$ cat src/rtl/fp_adder_if.sv
// Operand/result handshake bundle for fp_adder_pipe.
//   in_valid/in_ready   : operand transfer when both high
//   a, b, op            : operands (sign|exp|frac) and add(0)/sub(1) select
//   out_valid/out_ready : result transfer when both high
//   s, flag_*           : rounded result and per-result exception flags
// master: producer/consumer side; slave: the adder.
interface fp_adder_if #(
    parameter int unsigned EXP_W = 8,
    parameter int unsigned MAN_W = 23
);
    localparam int unsigned W = 1 + EXP_W + MAN_W;

    logic         in_valid;
    logic         in_ready;
    logic [W-1:0] a;
    logic [W-1:0] b;
    logic         op;
    logic         out_valid;
    logic         out_ready;
    logic [W-1:0] s;
    logic         flag_inv;
    logic         flag_ovf;
    logic         flag_inx;

    modport master (
        output in_valid, a, b, op, out_ready,
        input  in_ready, out_valid, s, flag_inv, flag_ovf, flag_inx
    );

    modport slave (
        input  in_valid, a, b, op, out_ready,
        output in_ready, out_valid, s, flag_inv, flag_ovf, flag_inx
    );
endinterface

$ cat src/rtl/fp_adder_pipe.sv
// Four-stage pipelined IEEE-754 adder/subtractor, round-to-nearest-even, with
// subnormal support and invalid/overflow/inexact flags.
//   clk : rising-edge clock
//   rst : synchronous active-high reset, flushes every in-flight operation
//   bus : fp_adder_if slave (operand handshake in, result handshake out)
// Stages: S1 unpack/classify/swap, S2 align, S3 add + leading-zero count,
// S4 normalise/round/pack. The whole pipe freezes while the output is stalled.
module fp_adder_pipe #(
    parameter int unsigned EXP_W = 8,
    parameter int unsigned MAN_W = 23
) (
    input logic      clk,
    input logic      rst,
    fp_adder_if.slave bus
);
    localparam int unsigned W   = 1 + EXP_W + MAN_W;
    localparam int unsigned XW  = MAN_W + 4;          // hidden|frac|G|R|S
    localparam int unsigned SHW = $clog2(XW + 1);

    localparam logic [EXP_W-1:0] ExpOnes = {EXP_W{1'b1}};
    localparam logic [W-1:0]     QNan    = {1'b0, ExpOnes, 1'b1, {(MAN_W-1){1'b0}}};

    typedef struct packed {
        logic sign;  // sign of the larger magnitude operand
        logic sub;   // effective subtraction
        logic nan;   // result is canonical qNaN
        logic inf;   // result is infinity (sign = sign field)
    } ctl_t;

    logic stall;
    assign stall        = bus.out_valid && !bus.out_ready;
    assign bus.in_ready = !stall;

    // ---------------- S1: unpack, classify, swap ----------------
    logic [EXP_W-1:0] ea, eb;
    logic [MAN_W-1:0] fa, fb;
    logic             sa, sb, a_big, a_nan, b_nan, a_inf, b_inf;

    assign sa = bus.a[W-1];
    assign sb = bus.b[W-1] ^ bus.op;
    assign ea = bus.a[W-2 -: EXP_W];
    assign eb = bus.b[W-2 -: EXP_W];
    assign fa = bus.a[MAN_W-1:0];
    assign fb = bus.b[MAN_W-1:0];

    assign a_nan = (ea == ExpOnes) && (fa != '0);
    assign b_nan = (eb == ExpOnes) && (fb != '0);
    assign a_inf = (ea == ExpOnes) && (fa == '0);
    assign b_inf = (eb == ExpOnes) && (fb == '0);
    assign a_big = {ea, fa} >= {eb, fb};

    // Subnormals use exponent 1 with a zero hidden bit.
    function automatic logic [EXP_W-1:0] eff_exp(input logic [EXP_W-1:0] e);
        return (e == '0) ? EXP_W'(1) : e;
    endfunction

    ctl_t s1_ctl_d;
    always_comb begin
        s1_ctl_d.sign = a_big ? sa : sb;
        s1_ctl_d.sub  = sa ^ sb;
        s1_ctl_d.nan  = a_nan || b_nan || (a_inf && b_inf && (sa ^ sb));
        s1_ctl_d.inf  = a_inf || b_inf;
    end

    logic             s1_valid_q;
    ctl_t             s1_ctl_q;
    logic [EXP_W-1:0] s1_exp_big_q, s1_exp_small_q;
    logic [MAN_W:0]   s1_man_big_q, s1_man_small_q;

    // ---------------- S2: align smaller operand ----------------
    logic [EXP_W-1:0] diff;
    logic [SHW-1:0]   sh;
    logic [XW-1:0]    small_ext, small_shr, lost_mask, s2_small_d;

    always_comb begin
        diff      = s1_exp_big_q - s1_exp_small_q;
        sh        = (32'(diff) > XW - 1) ? SHW'(XW - 1) : SHW'(diff);
        small_ext = {s1_man_small_q, 3'b000};
        lost_mask = ~({XW{1'b1}} << sh);
        small_shr = small_ext >> sh;
        // Everything shifted past the sticky position collapses into it.
        s2_small_d = {small_shr[XW-1:1], small_shr[0] | (|(small_ext & lost_mask))};
    end

    logic             s2_valid_q;
    ctl_t             s2_ctl_q;
    logic [EXP_W-1:0] s2_exp_q;
    logic [MAN_W:0]   s2_man_big_q;
    logic [XW-1:0]    s2_small_q;

    // ---------------- S3: add/sub, leading-zero count ----------------
    logic [XW:0]    big_ext, sum_d;
    logic [SHW-1:0] lzc_d;

    always_comb begin
        big_ext = {1'b0, s2_man_big_q, 3'b000};
        // Swap guarantees big >= small, so subtraction never goes negative.
        sum_d = s2_ctl_q.sub ? (big_ext - {1'b0, s2_small_q})
                             : (big_ext + {1'b0, s2_small_q});
        lzc_d = SHW'(XW);
        for (int i = 0; i < int'(XW); i++) begin
            if (sum_d[i]) lzc_d = SHW'(int'(XW) - 1 - i);
        end
    end

    logic             s3_valid_q;
    ctl_t             s3_ctl_q;
    logic [EXP_W-1:0] s3_exp_q;
    logic [XW:0]      s3_sum_q;
    logic [SHW-1:0]   s3_lzc_q;

    // ---------------- S4: normalise, round, pack ----------------
    logic [EXP_W:0]   exp_x, limit, e_norm, exp_field;
    logic [SHW-1:0]   lshift;
    logic [XW-1:0]    mant;
    logic [MAN_W:0]   kept;
    logic [MAN_W+1:0] rounded;
    logic [MAN_W-1:0] frac;
    logic             g, r, st, round_up, inexact, is_zero, ovf;
    logic [W-1:0]     s_d;
    logic             inv_d, ovf_d, inx_d;

    always_comb begin
        exp_x  = {1'b0, s3_exp_q};
        limit  = exp_x - (EXP_W+1)'(1);
        lshift = '0;
        mant   = '0;
        e_norm = exp_x;
        if (s3_sum_q[XW]) begin
            // Carry out: shift right one, dropped bit joins sticky.
            mant   = {s3_sum_q[XW:2], s3_sum_q[1] | s3_sum_q[0]};
            e_norm = exp_x + (EXP_W+1)'(1);
        end else begin
            // Left shift is capped so the exponent stops at 1 (gradual underflow).
            lshift = (32'(s3_lzc_q) <= 32'(limit)) ? s3_lzc_q : SHW'(limit);
            mant   = s3_sum_q[XW-1:0] << lshift;
            e_norm = exp_x - (EXP_W+1)'(lshift);
        end

        kept     = mant[XW-1:3];
        g        = mant[2];
        r        = mant[1];
        st       = mant[0];
        inexact  = g | r | st;
        round_up = g & (r | st | kept[0]);
        rounded  = {1'b0, kept} + (MAN_W+2)'(round_up);

        exp_field = '0;
        frac      = rounded[MAN_W-1:0];
        if (rounded[MAN_W+1]) begin
            exp_field = e_norm + (EXP_W+1)'(1);
            frac      = '0;
        end else if (rounded[MAN_W]) begin
            exp_field = e_norm;
        end

        is_zero = (s3_sum_q == '0);
        ovf     = exp_field >= {1'b0, ExpOnes};

        s_d   = {s3_ctl_q.sign, exp_field[EXP_W-1:0], frac};
        inv_d = 1'b0;
        ovf_d = 1'b0;
        inx_d = inexact;
        if (s3_ctl_q.nan) begin
            s_d   = QNan;
            inv_d = 1'b1;
            inx_d = 1'b0;
        end else if (s3_ctl_q.inf) begin
            s_d   = {s3_ctl_q.sign, ExpOnes, {MAN_W{1'b0}}};
            inx_d = 1'b0;
        end else if (is_zero) begin
            // Cancellation gives +0; like-signed zeros keep their sign.
            s_d = {s3_ctl_q.sign & ~s3_ctl_q.sub, {(W-1){1'b0}}};
        end else if (ovf) begin
            s_d   = {s3_ctl_q.sign, ExpOnes, {MAN_W{1'b0}}};
            ovf_d = 1'b1;
            inx_d = 1'b1;
        end
    end

    // ---------------- Pipeline registers ----------------
    logic         out_valid_q;
    logic [W-1:0] s_q;
    logic         inv_q, ovf_q, inx_q;

    always_ff @(posedge clk) begin
        if (rst) begin
            s1_valid_q  <= 1'b0;
            s2_valid_q  <= 1'b0;
            s3_valid_q  <= 1'b0;
            out_valid_q <= 1'b0;
            s_q         <= '0;
            inv_q       <= 1'b0;
            ovf_q       <= 1'b0;
            inx_q       <= 1'b0;
        end else if (!stall) begin
            s1_valid_q  <= bus.in_valid;
            s2_valid_q  <= s1_valid_q;
            s3_valid_q  <= s2_valid_q;
            out_valid_q <= s3_valid_q;
            if (s3_valid_q) begin
                s_q   <= s_d;
                inv_q <= inv_d;
                ovf_q <= ovf_d;
                inx_q <= inx_d;
            end
        end
    end

    // Datapath registers need no reset; their valid bits qualify them.
    always_ff @(posedge clk) begin
        if (!stall) begin
            s1_ctl_q       <= s1_ctl_d;
            s1_exp_big_q   <= a_big ? eff_exp(ea) : eff_exp(eb);
            s1_exp_small_q <= a_big ? eff_exp(eb) : eff_exp(ea);
            s1_man_big_q   <= a_big ? {|ea, fa} : {|eb, fb};
            s1_man_small_q <= a_big ? {|eb, fb} : {|ea, fa};

            s2_ctl_q     <= s1_ctl_q;
            s2_exp_q     <= s1_exp_big_q;
            s2_man_big_q <= s1_man_big_q;
            s2_small_q   <= s2_small_d;

            s3_ctl_q <= s2_ctl_q;
            s3_exp_q <= s2_exp_q;
            s3_sum_q <= sum_d;
            s3_lzc_q <= lzc_d;
        end
    end

    assign bus.out_valid = out_valid_q;
    assign bus.s         = s_q;
    assign bus.flag_inv  = inv_q;
    assign bus.flag_ovf  = ovf_q;
    assign bus.flag_inx  = inx_q;
endmodule
$ cat src/flat_wrapper.sv
// flat-port wrapper written by rule: the top's interface ports become plain ports
module fp_adder_pipe_flat 
#(
    parameter int unsigned EXP_W = 8,
    parameter int unsigned MAN_W = 23
)
  (clk, rst, bus_in_valid, bus_a, bus_b, bus_op, bus_out_ready, bus_in_ready, bus_out_valid, bus_s, bus_flag_inv, bus_flag_ovf, bus_flag_inx);
  fp_adder_if #(.EXP_W(EXP_W), .MAN_W(MAN_W)) bus_i ();
  input logic clk;
  input logic rst;
  input wire logic [$bits(bus_i.in_valid)-1:0] bus_in_valid;
  input wire logic [$bits(bus_i.a)-1:0] bus_a;
  input wire logic [$bits(bus_i.b)-1:0] bus_b;
  input wire logic [$bits(bus_i.op)-1:0] bus_op;
  input wire logic [$bits(bus_i.out_ready)-1:0] bus_out_ready;
  output wire logic [$bits(bus_i.in_ready)-1:0] bus_in_ready;
  output wire logic [$bits(bus_i.out_valid)-1:0] bus_out_valid;
  output wire logic [$bits(bus_i.s)-1:0] bus_s;
  output wire logic [$bits(bus_i.flag_inv)-1:0] bus_flag_inv;
  output wire logic [$bits(bus_i.flag_ovf)-1:0] bus_flag_ovf;
  output wire logic [$bits(bus_i.flag_inx)-1:0] bus_flag_inx;
  assign bus_i.in_valid = bus_in_valid;
  assign bus_i.a = bus_a;
  assign bus_i.b = bus_b;
  assign bus_i.op = bus_op;
  assign bus_i.out_ready = bus_out_ready;
  assign bus_in_ready = bus_i.in_ready;
  assign bus_out_valid = bus_i.out_valid;
  assign bus_s = bus_i.s;
  assign bus_flag_inv = bus_i.flag_inv;
  assign bus_flag_ovf = bus_i.flag_ovf;
  assign bus_flag_inx = bus_i.flag_inx;
  fp_adder_pipe #(.EXP_W(EXP_W), .MAN_W(MAN_W)) u_core (.clk(clk), .rst(rst), .bus(bus_i));
endmodule
$ cat config.mk
export PLATFORM = sky130hd
export DESIGN_NAME = fp_adder_pipe_flat
export DESIGN_NICKNAME = d
export VERILOG_FILES = /design/src/rtl/fp_adder_if.sv /design/src/rtl/fp_adder_pipe.sv /design/src/flat_wrapper.sv
export SDC_FILE = /design/constraint.sdc
export NUM_CORES = 1
export LEC_CHECK = 0
export CAP_MARGIN = 15
export CORE_UTILIZATION = 45
export CTS_CLUSTER_DIAMETER = 100
export DETAILED_ROUTE_END_ITERATION = 10
export GPL_TIMING_DRIVEN = 0
export SLEW_MARGIN = 20
export SYNTH_ARGS = -nofsm -noshare
export SYNTH_HDL_FRONTEND = slang
export SYNTH_SLANG_ARGS = --single-unit
$ cat constraint.sdc
create_clock -name clk -period 10.7 [get_ports clk]
set_input_delay 1.605 -clock clk [delete_from_list [all_inputs] [get_ports clk]]
set_output_delay 1.605 -clock clk [all_outputs]
set_load 0.01 [all_outputs]
run_1/layer_met4.png
Scale bar: 50 µm.
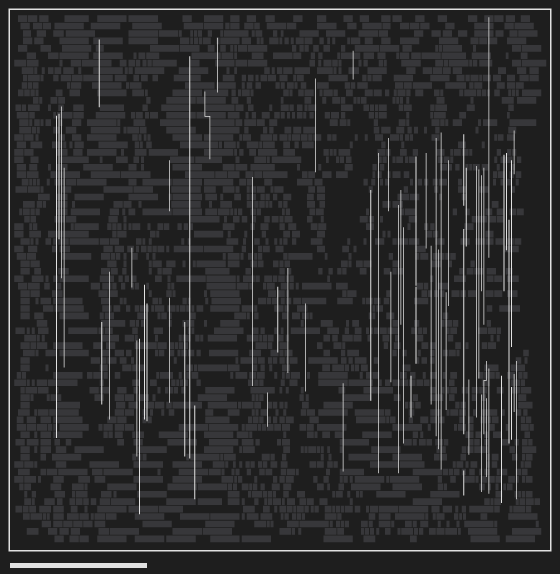
The longest straight run is 147 µm. The layer carries 3320 µm of wire. The layer holds 5.9% of the routed length. The wires run mostly vertical.

run_1/sizes.png
Scale bar: 50 µm.
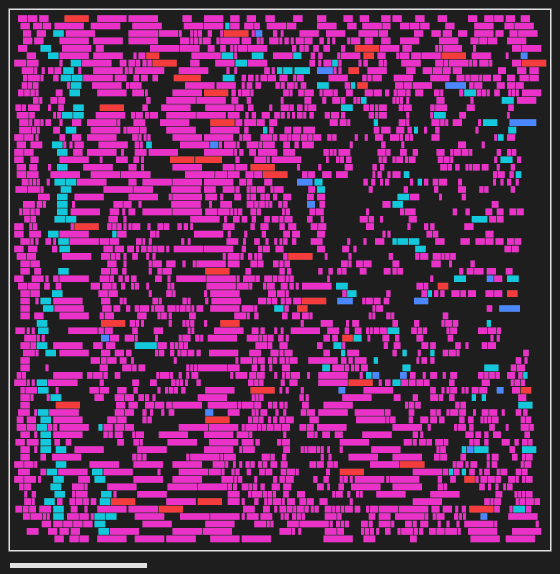
_6 and larger: shown in red, cells 40, most used clkbuf_16. _3 and _4 cells: shown in blue, cells 20, most used buf_4. _0 and _1 cells: shown in magenta, cells 1831, most used edfxtp_1. _2 cells: shown in cyan, cells 130, most used mux2_2.

run_1/wires.png
Only two layers are drawn.
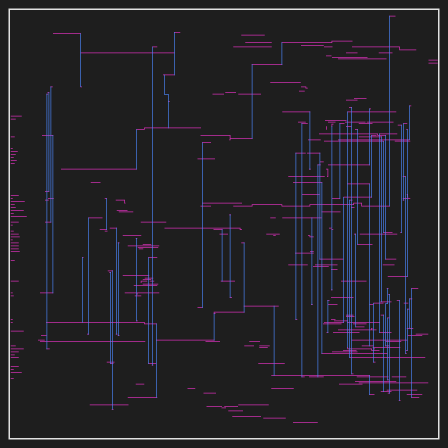
metal 4: shown in blue, wire length 3320 µm. metal 3: shown in magenta, wire length 2120 µm.
wire per inst: 22.37 µm
Routed WL: 56630 µm
Vias: 15.20k

==> deck_impl_summary.md, run 1 <==
Run Summary

Route
  – Max Used Layer: met4
  – M1 WL: 23930 µm
  – Drt pass-1 iters: 5

Layout
  – Bufs w/o clock: 204
  – Dominant kind of cell: combinational gates
  – # diodes: 0
  – Fillers: 3578
  – Inverter count: 129
  – Clkbuf count: 36
  – #MultiIn Comb: 1425
  – Combinational share of cell area: 51.61%

Synth
  – Area leader share: 30.69%
  – Syn Inst Count: 1866
  – Xor/xnor share: 3.408%
  – Dominant flop cell: edfxtp_1
  – Synth Cell Area: 17220 µm²
  – Fa+ha+maj area frac: 8.051%
  – Yosys stat cell total: 1866
  – Synth Warn #: 0

Setup path
  – Worst setup EP type: flop

STA
  – Fin crit period: 7.598 ns
  – Fmax: 131.6 MHz
  – Setup-failing EPs final: 0
  – Hold Vio Cnt, Final: 0

Global route
  – Remaining Overflow, GRT: 0
  – GR Util met1: 35.83%
  – Largest net degree at the start of global routing: 57

Pwr
  – Leakage: 7.581 nW
  – Sw Share: 44.60%
  – Clk pwr: 821 µW
  – P_comb: 2.02 mW

Floorplan
  – # IOs: 106
  – DIE HEIGHT: 197.6 µm

CTS
  – Clk buf depth: 3

Min path
  – Hold Path Depth: 0
  – Hold/Removal Path Class: flop to flop

Place
  – IO buf count: 104

Run status
  – Outcome: finished clean
--- run 2 (diff from run 1) ---
- clock period: 10.7 -> 7.4 ns (I/O delays scaled with it)
run_2/wires.png
Only two layers are drawn.
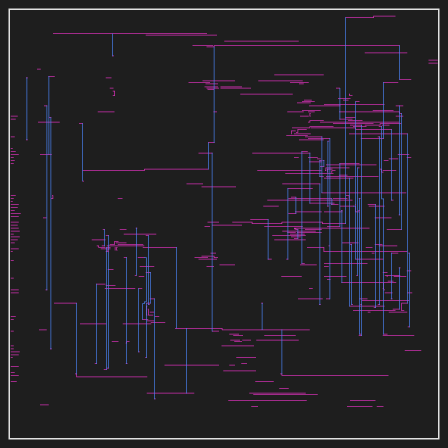
metal 3: shown in magenta, wire length 2730 µm. metal 4: shown in blue, wire length 2400 µm.

==> deck_impl_summary.md, run 2 <==
Run Summary

STA
  – Hold Vio Cnt, Final: 0 (unchanged)
  – Fmax: 144.1 MHz (was 131.6 MHz)

Synth
  – Yosys stat cell total: 1866 (unchanged)
  – Synth Warn #: 0 (unchanged)
  – Syn Inst Count: 1866 (unchanged)
  – Xor/xnor share: 3.408% (unchanged)
  – Dominant flop cell: edfxtp_1 (unchanged)
  – Fa+ha+maj area frac: 8.051% (unchanged)
  – Area leader share: 30.69% (unchanged)
  – Synth Cell Area: 17220 µm² (unchanged)

Floorplan
  – DIE HEIGHT: 197.6 µm (unchanged)
  – # IOs: 106 (unchanged)

Route
  – M1 WL: 24180 µm (was 23930 µm)
  – Max Used Layer: met4 (unchanged)
  – Wire per inst: 21.98 µm (was 22.37 µm)

Global route
  – GR Util met1: 36.78% (was 35.83%)
  – Largest net degree at the start of global routing: 98 (was 57)
  – Remaining Overflow, GRT: 0 (unchanged)

Layout
  – # diodes: 0 (unchanged)
  – Fillers: 3556 (was 3578)
  – #MultiIn Comb: 1425 (unchanged)
  – Dominant kind of cell: combinational gates (unchanged)
  – Combinational share of cell area: 51.47% (was 51.61%)

Min path
  – Hold/Removal Path Class: flop to flop (unchanged)

Pwr
  – Sw Share: 42.73% (was 44.60%)
  – Clk pwr: 1.35 mW (was 821 µW)

Run status
  – Outcome: finished clean (unchanged)

Place
  – IO buf count: 104 (unchanged)

CTS
  – Clk buf depth: 3 (unchanged)
run_2/layer_met4.png
Scale bar: 50 µm.
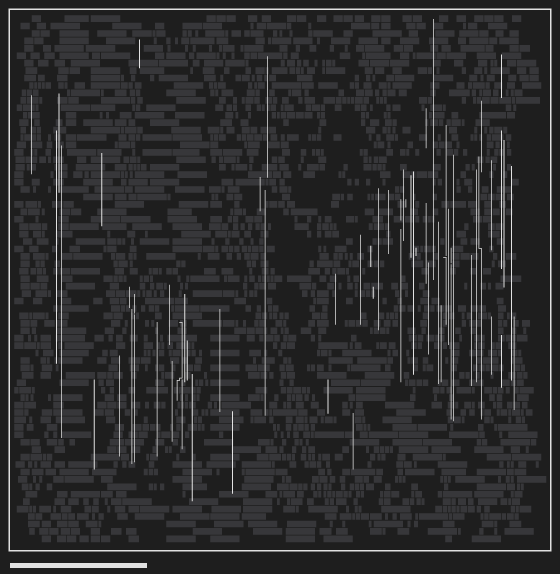
The wires run mostly vertical. The longest straight run is 107 µm.
Vias: 15.35k
Routed WL: 55560 µm

Power is estimated from default activity; no workload was simulated.
